==> config.mk <==
export PLATFORM = sky130hd
export DESIGN_NAME = sci_arbiter
export DESIGN_NICKNAME = d
export VERILOG_FILES = /design/src/rtl/sci_pkg.sv /design/src/rtl/rr_arbiter.sv /design/src/rtl/sci_arbiter.sv
export SDC_FILE = /design/constraint.sdc
export NUM_CORES = 1
export LEC_CHECK = 0
export ABC_CLOCK_PERIOD_IN_PS = 2500
export CELL_PAD_IN_SITES_DETAIL_PLACEMENT = 0
export CELL_PAD_IN_SITES_GLOBAL_PLACEMENT = 1
export CORE_MARGIN = 5
export CORE_UTILIZATION = 35
export CTS_BUF_LIST = sky130_fd_sc_hd__clkbuf_4 sky130_fd_sc_hd__clkbuf_8
export DETAILED_ROUTE_END_ITERATION = 10
export GPL_TIMING_DRIVEN = 0
export PLACE_DENSITY = 0.92
export SYNTH_ARGS = -nofsm -noshare
export SYNTH_HDL_FRONTEND = slang
export SYNTH_SLANG_ARGS = --single-unit
==> constraint.sdc <==
create_clock -name CLK -period 2.5 [get_ports CLK]
set_input_delay 0.75 -clock CLK [delete_from_list [all_inputs] [get_ports CLK]]
set_output_delay 0.75 -clock CLK [all_outputs]
set_load 0.01 [all_outputs]
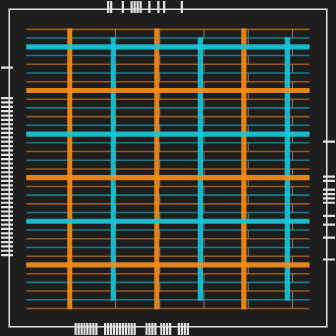
Run 1: floorplan with the power grid
Pins as bars on the die edge. Tap cells in gray.
[cyan] VDD
[orange] VSS
met1 rails: 33
signal pins: 91
core area: 7687 um^2
Die Width: 98.52 um

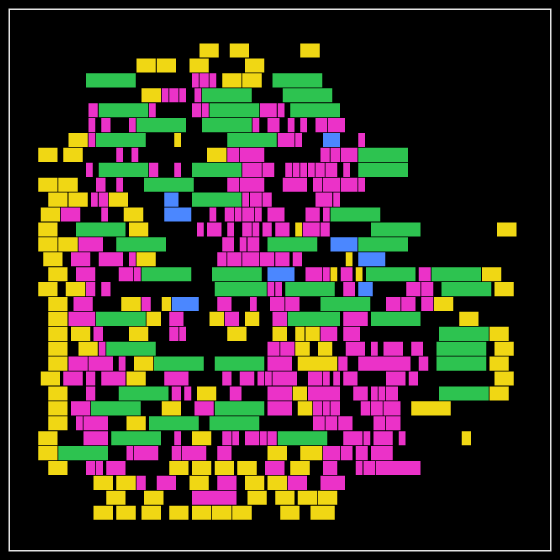
Run 1: placement by cell class
[yellow] other buffers and delay cells | cells: 109 | share of their area: 27%
[blue] clock drivers and dummy loads | cells: 8 | share of their area: 2.4%
[green] flip-flops | cells: 49 | share of their area: 32%
[magenta] all other logic | cells: 215 | share of their area: 38%
final instance area: 3955 um^2
row cnt: 32
Final Util: 0.5145
Seq area share: 0.3107

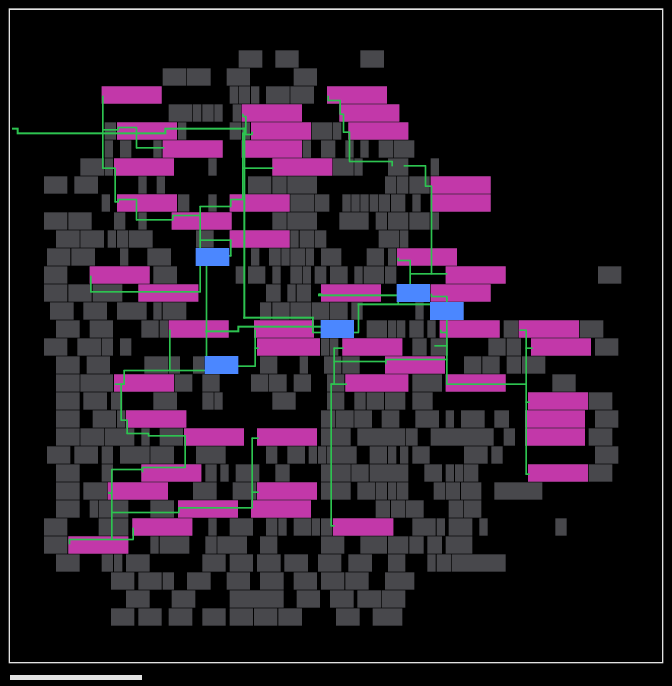
Run 1: routed clock nets over the placement
Bar = 20 um.
[green] clock wires | length: 558 um
[blue] cells driving clock nets | count: 5
[magenta] flip-flops | count: 49
routed clock nets: 6
worst skew pair latency: 0.29 ns
Clock power frac: 0.109

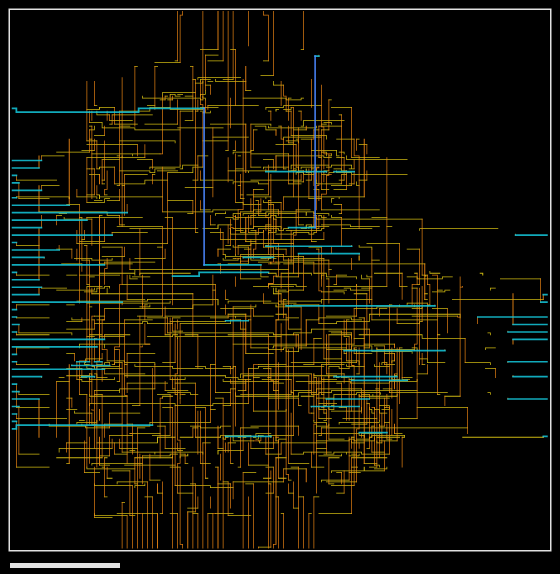
Run 1: signal wires by layer
Bar = 20 um.
[orange] met2 | wire length: 3290 um
[cyan] met3 | wire length: 540 um
[blue] met4 | wire length: 59.8 um
[yellow] met1 | wire length: 3220 um
Wirelength per Cell: 14.72 um
vias: 2481
Total GRT Usage: 0.1413
WL final: 7111 um

==> results_dict.tcl, run 1 <==
# yosys + openroad results
set metrics [dict create \
    ys_ff 49 \
    synth_cell_types 48 \
    outcome "complete, no violations" \
    nNonClkInverters 9 \
    maxCapViolations 0 \
    powerClk_mw 0.471 \
    worstMarginPinSlew_ns 0.5229 \
    ff_type "dfrtp_1" \
    seq_cell_power_mw 1.20 \
    largest_reg_flops 9 \
    synth_seq_share 0.4480 \
    cts_tree "built" \
    fp_util 0.3568 \
    tapCellCount 102 \
    worstPathCellList "clkdlybuf4s50_1, or3b_1, a211oi_2, o31a_1, buf_12, mux2i_1, o211ai_2" \
    grt_pass1_wl_um 11320 \
    simple_gate_share 0.1930 \
    nets 446 \
    drcViolationCount 0 \
    syn-cell-area_um2 2743 \
    postPlaceCellArea_um2 3786 \
    clk_path_buf_depth 2 \
    clock_buffers 7 \
    synthCells 280 \
    sh_comb_area 0.3606 \
    dp_cells 473 \
    ys_sh_aoi 0.1852 \
    synth_top_cell_by_area "dfrtp_1" \
]
[run 1: through the flow]
| step | power (mW) | utilization |
|---|---|---|
| 2_1_floorplan | 2.853 | - |
| 3_3_place_gp | 3.691 | 0.4906 |
| 3_5_place_dp | 3.740 | 0.4925 |
| 4_1_cts | 4.273 | 0.5098 |
| 5_1_grt | 4.650 | 0.5145 |
| 6_report | 4.342 | 0.5145 |
[run 1: worst register-to-register path: cells and delay by family, from the launching register on]
| family | cells | cell delay (ns) |
|---|---|---|
| adders and majority gates | 1 | 0.30 |
| AOI/OAI and AO/OA | 3 | 0.78 |
| DFF | 1 | 0.39 |
| and+or+nand+nor | 2 | 0.35 |
| buffers and inverters | 3 | 0.49 |
[run 1: cells in the mapped netlist (3+ instances only)]
cell / n
nand2b_1: 3
nor3b_1: 5
nand3_1: 16
a21o_1: 5
a211oi_1: 3
dfrtp_1: 47
o31ai_1: 3
ha_1: 7
xor2_1: 4
o211ai_1: 6
o22ai_1: 3
nand2_1: 40
clkbuf_1: 6
nor2b_1: 4
a31oi_1: 3
o211ai_2: 9
xnor2_1: 3
buf_4: 3
inv_1: 9
mux2i_1: 18
buf_2: 4
o21ai_0: 13
nor2_1: 18
a21oi_1: 7
nand4_1: 5
or3_1: 3
nor3_1: 4
and3_1: 3
[run 1: metal layers]
layer  vias up  GRT usage  part of all wire
met4         0    0.03676            0.0083
met2        94     0.2267              0.46
met5         -          0                 0
met1      1182     0.1875              0.45
met3         4    0.04176             0.076
li1       1201          -                 -
[run 1: timing repair]
action | 4_1_cts | 5_1_grt
setup endpoints to repair | 12 | 25
hold buffers | 0 | 0
buffers inserted | 3 | 0
pin swaps | 1 | 2
resized | 7 | 10
cloned | 0 | 0
Run 1, congestion heat map:
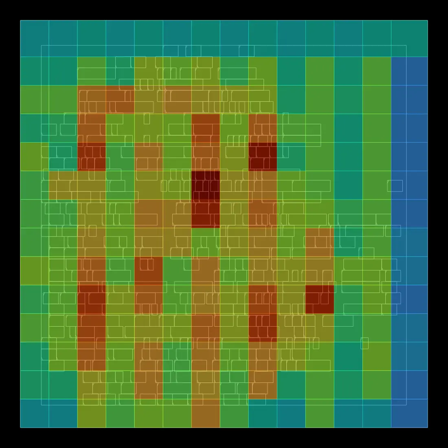

==> inputs of run 2 (changes only) <==
==> constraint.sdc (replaced) <==
create_clock -name CLK -period 2.5 [get_ports CLK]
set_input_delay 0.75 -clock CLK [delete_from_list [all_inputs] [get_ports CLK]]
set_output_delay 0.75 -clock CLK [all_outputs]
set_load 0.05 [all_outputs]
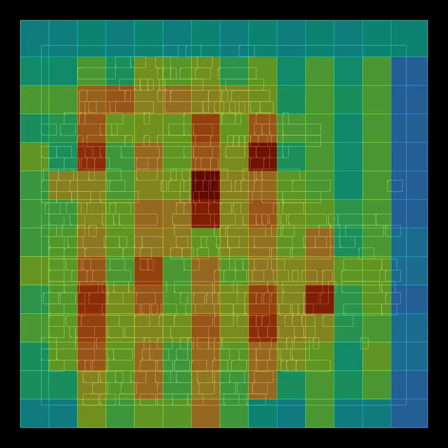
Run 2: congestion heat map
met3 usage in global routing: 0.04176
routing usage on met1: 0.1875
Global Route met2 Usage: 0.2267
Final Util: 0.5143

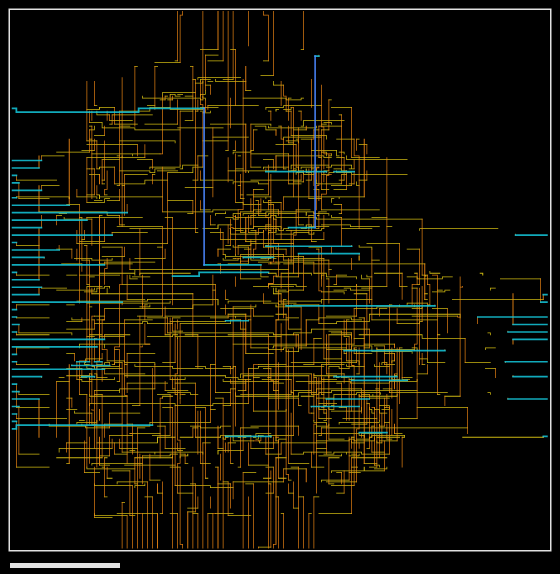
Run 2: signal wires by layer
Bar = 20 um.
[blue] met4 | wire length: 59.8 um
[yellow] met1 | wire length: 3220 um
[orange] met2 | wire length: 3290 um
[cyan] met3 | wire length: 541 um
vias: 2482

==> run 2 against run 1 <==
  * Sequential power hardly changed
  * Register-to-register slack is essentially flat
  * Sequential cell count unchanged
  * Highest routed layer unchanged
  * Sequential share of layout area barely moved
  * Hold slack did not move
  * Clock skew barely moved
  * Via count about the same
  * Critical endpoint unchanged
  * Critical path depth did not move
  * Total power increased by 12%
  * Global-route usage did not move
  * Clock power is essentially flat
==> results_dict.tcl, run 2 <==
# yosys + openroad results
set metrics [dict create \
    maxCapViolations 0 \
    worstPathCellList "clkdlybuf4s50_1, or3b_1, a211oi_2, o31a_1, buf_12, mux2i_1, o211ai_2" \
    nets 446 \
    fp_util 0.3568 \
    clock_latency_ns 0.29 \
    cts_tree "built" \
    simple_gate_share 0.1930 \
    ys_ff 49 \
    grt_usage 0.1413 \
    top_cells_by_count "dfrtp_1, nand2_1, mux2i_1, nor2_1, nand3_1" \
    ff_type "dfrtp_1" \
    drcViolationCount 0 \
    top_usage_layer "met2" \
    ys_sh_aoi 0.1852 \
    yosysMostFrequentCell "dfrtp_1" \
    wl_per_cell_um 14.72 \
    syn-cell-area_um2 2743 \
    worstMarginPinSlew_ns 0.5280 \
    dp_cells 473 \
    outcome "complete, no violations" \
    synth_cell_types 48 \
    fp.dieW_um 98.52 \
]
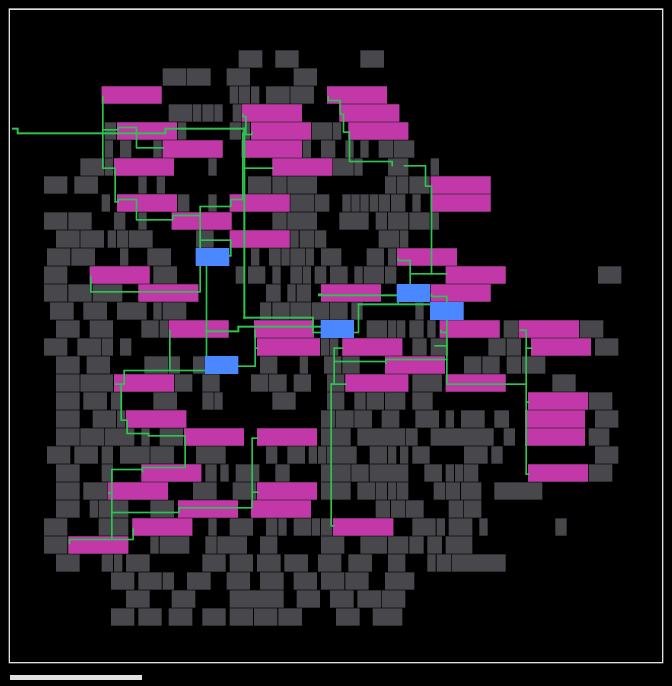
Run 2: routed clock nets over the placement
Bar = 20 um.
[blue] cells driving clock nets | count: 5
[green] clock wires | length: 558 um
[magenta] flip-flops | count: 49
routed clock nets: 6
Clock power frac: 0.097
Clock Power: 0.471 mW

==> run 2: cell counts after synthesis <==
No cell type changed its count.
==> run 2: cell type report <==
type	count	area, um^2	share of cell area
Multi-Input combinational cell	206	1426	0.3608
Sequential cell	49	1229	0.3108
Timing Repair Buffer	94	939.7	0.2377
Tap cell	102	127.6	0.03228
Buffer	15	105.1	0.02658
Clock buffer	7	83.83	0.02120
Inverter	9	33.78	0.008544
Clock inverter	1	8.758	0.002215
==> run 2: cell families (layout without fill, tap and decap cells) <==
kind of cell / after synthesis / after routing
AOI/OAI and AO/OA: 64 / 64
buffers and inverters: 25 / 126
DFF: 49 / 49
muxes: 19 / 19
and+or+nand+nor: 109 / 109
xor gates and xnor gates: 7 / 7
adders and majority gates: 7 / 7
==> run 2: worst max-delay path, delay by kind of cell <==
kind            cells  cell delay [ns]
simple gates        1             0.40
mux                 1             0.25
buf+inv             2             0.67
compound gates      3             0.58
==> run 2: metal layers <==
metal | part of all wire | vias up
li1 | - | 1201
met1 | 0.45 | 1183
met2 | 0.46 | 94
met3 | 0.076 | 4
met4 | 0.0083 | 0
met5 | 0 | -
==> run 2: power groups by stage <==
| stage | Clock [mW] | Sequential, mW | Combinational, mW |
|---|---|---|---|
| after detailed placement | 0 | 1.21 | 3.07 |
| after CTS | 0.486 | 1.20 | 3.13 |
| after global placement | 0 | 1.20 | 3.03 |
| after floorplan | 0 | 1.78 | 1.61 |
| after global routing | 0.515 | 1.23 | 3.45 |
| final | 0.471 | 1.20 | 3.21 |
==> run 2: repair_timing <==
| item | 4_1_cts | 5_1_grt |
|---|---|---|
| setup endpoints to repair | 13 | 25 |
| hold buffers | 0 | 0 |
| pin swaps | 1 | 2 |
| hold endpoints to repair | 0 | 0 |
| buffers inserted | 3 | 0 |
| resized | 8 | 10 |
Power figures rest on the tool's default switching activity, not on a simulated workload.
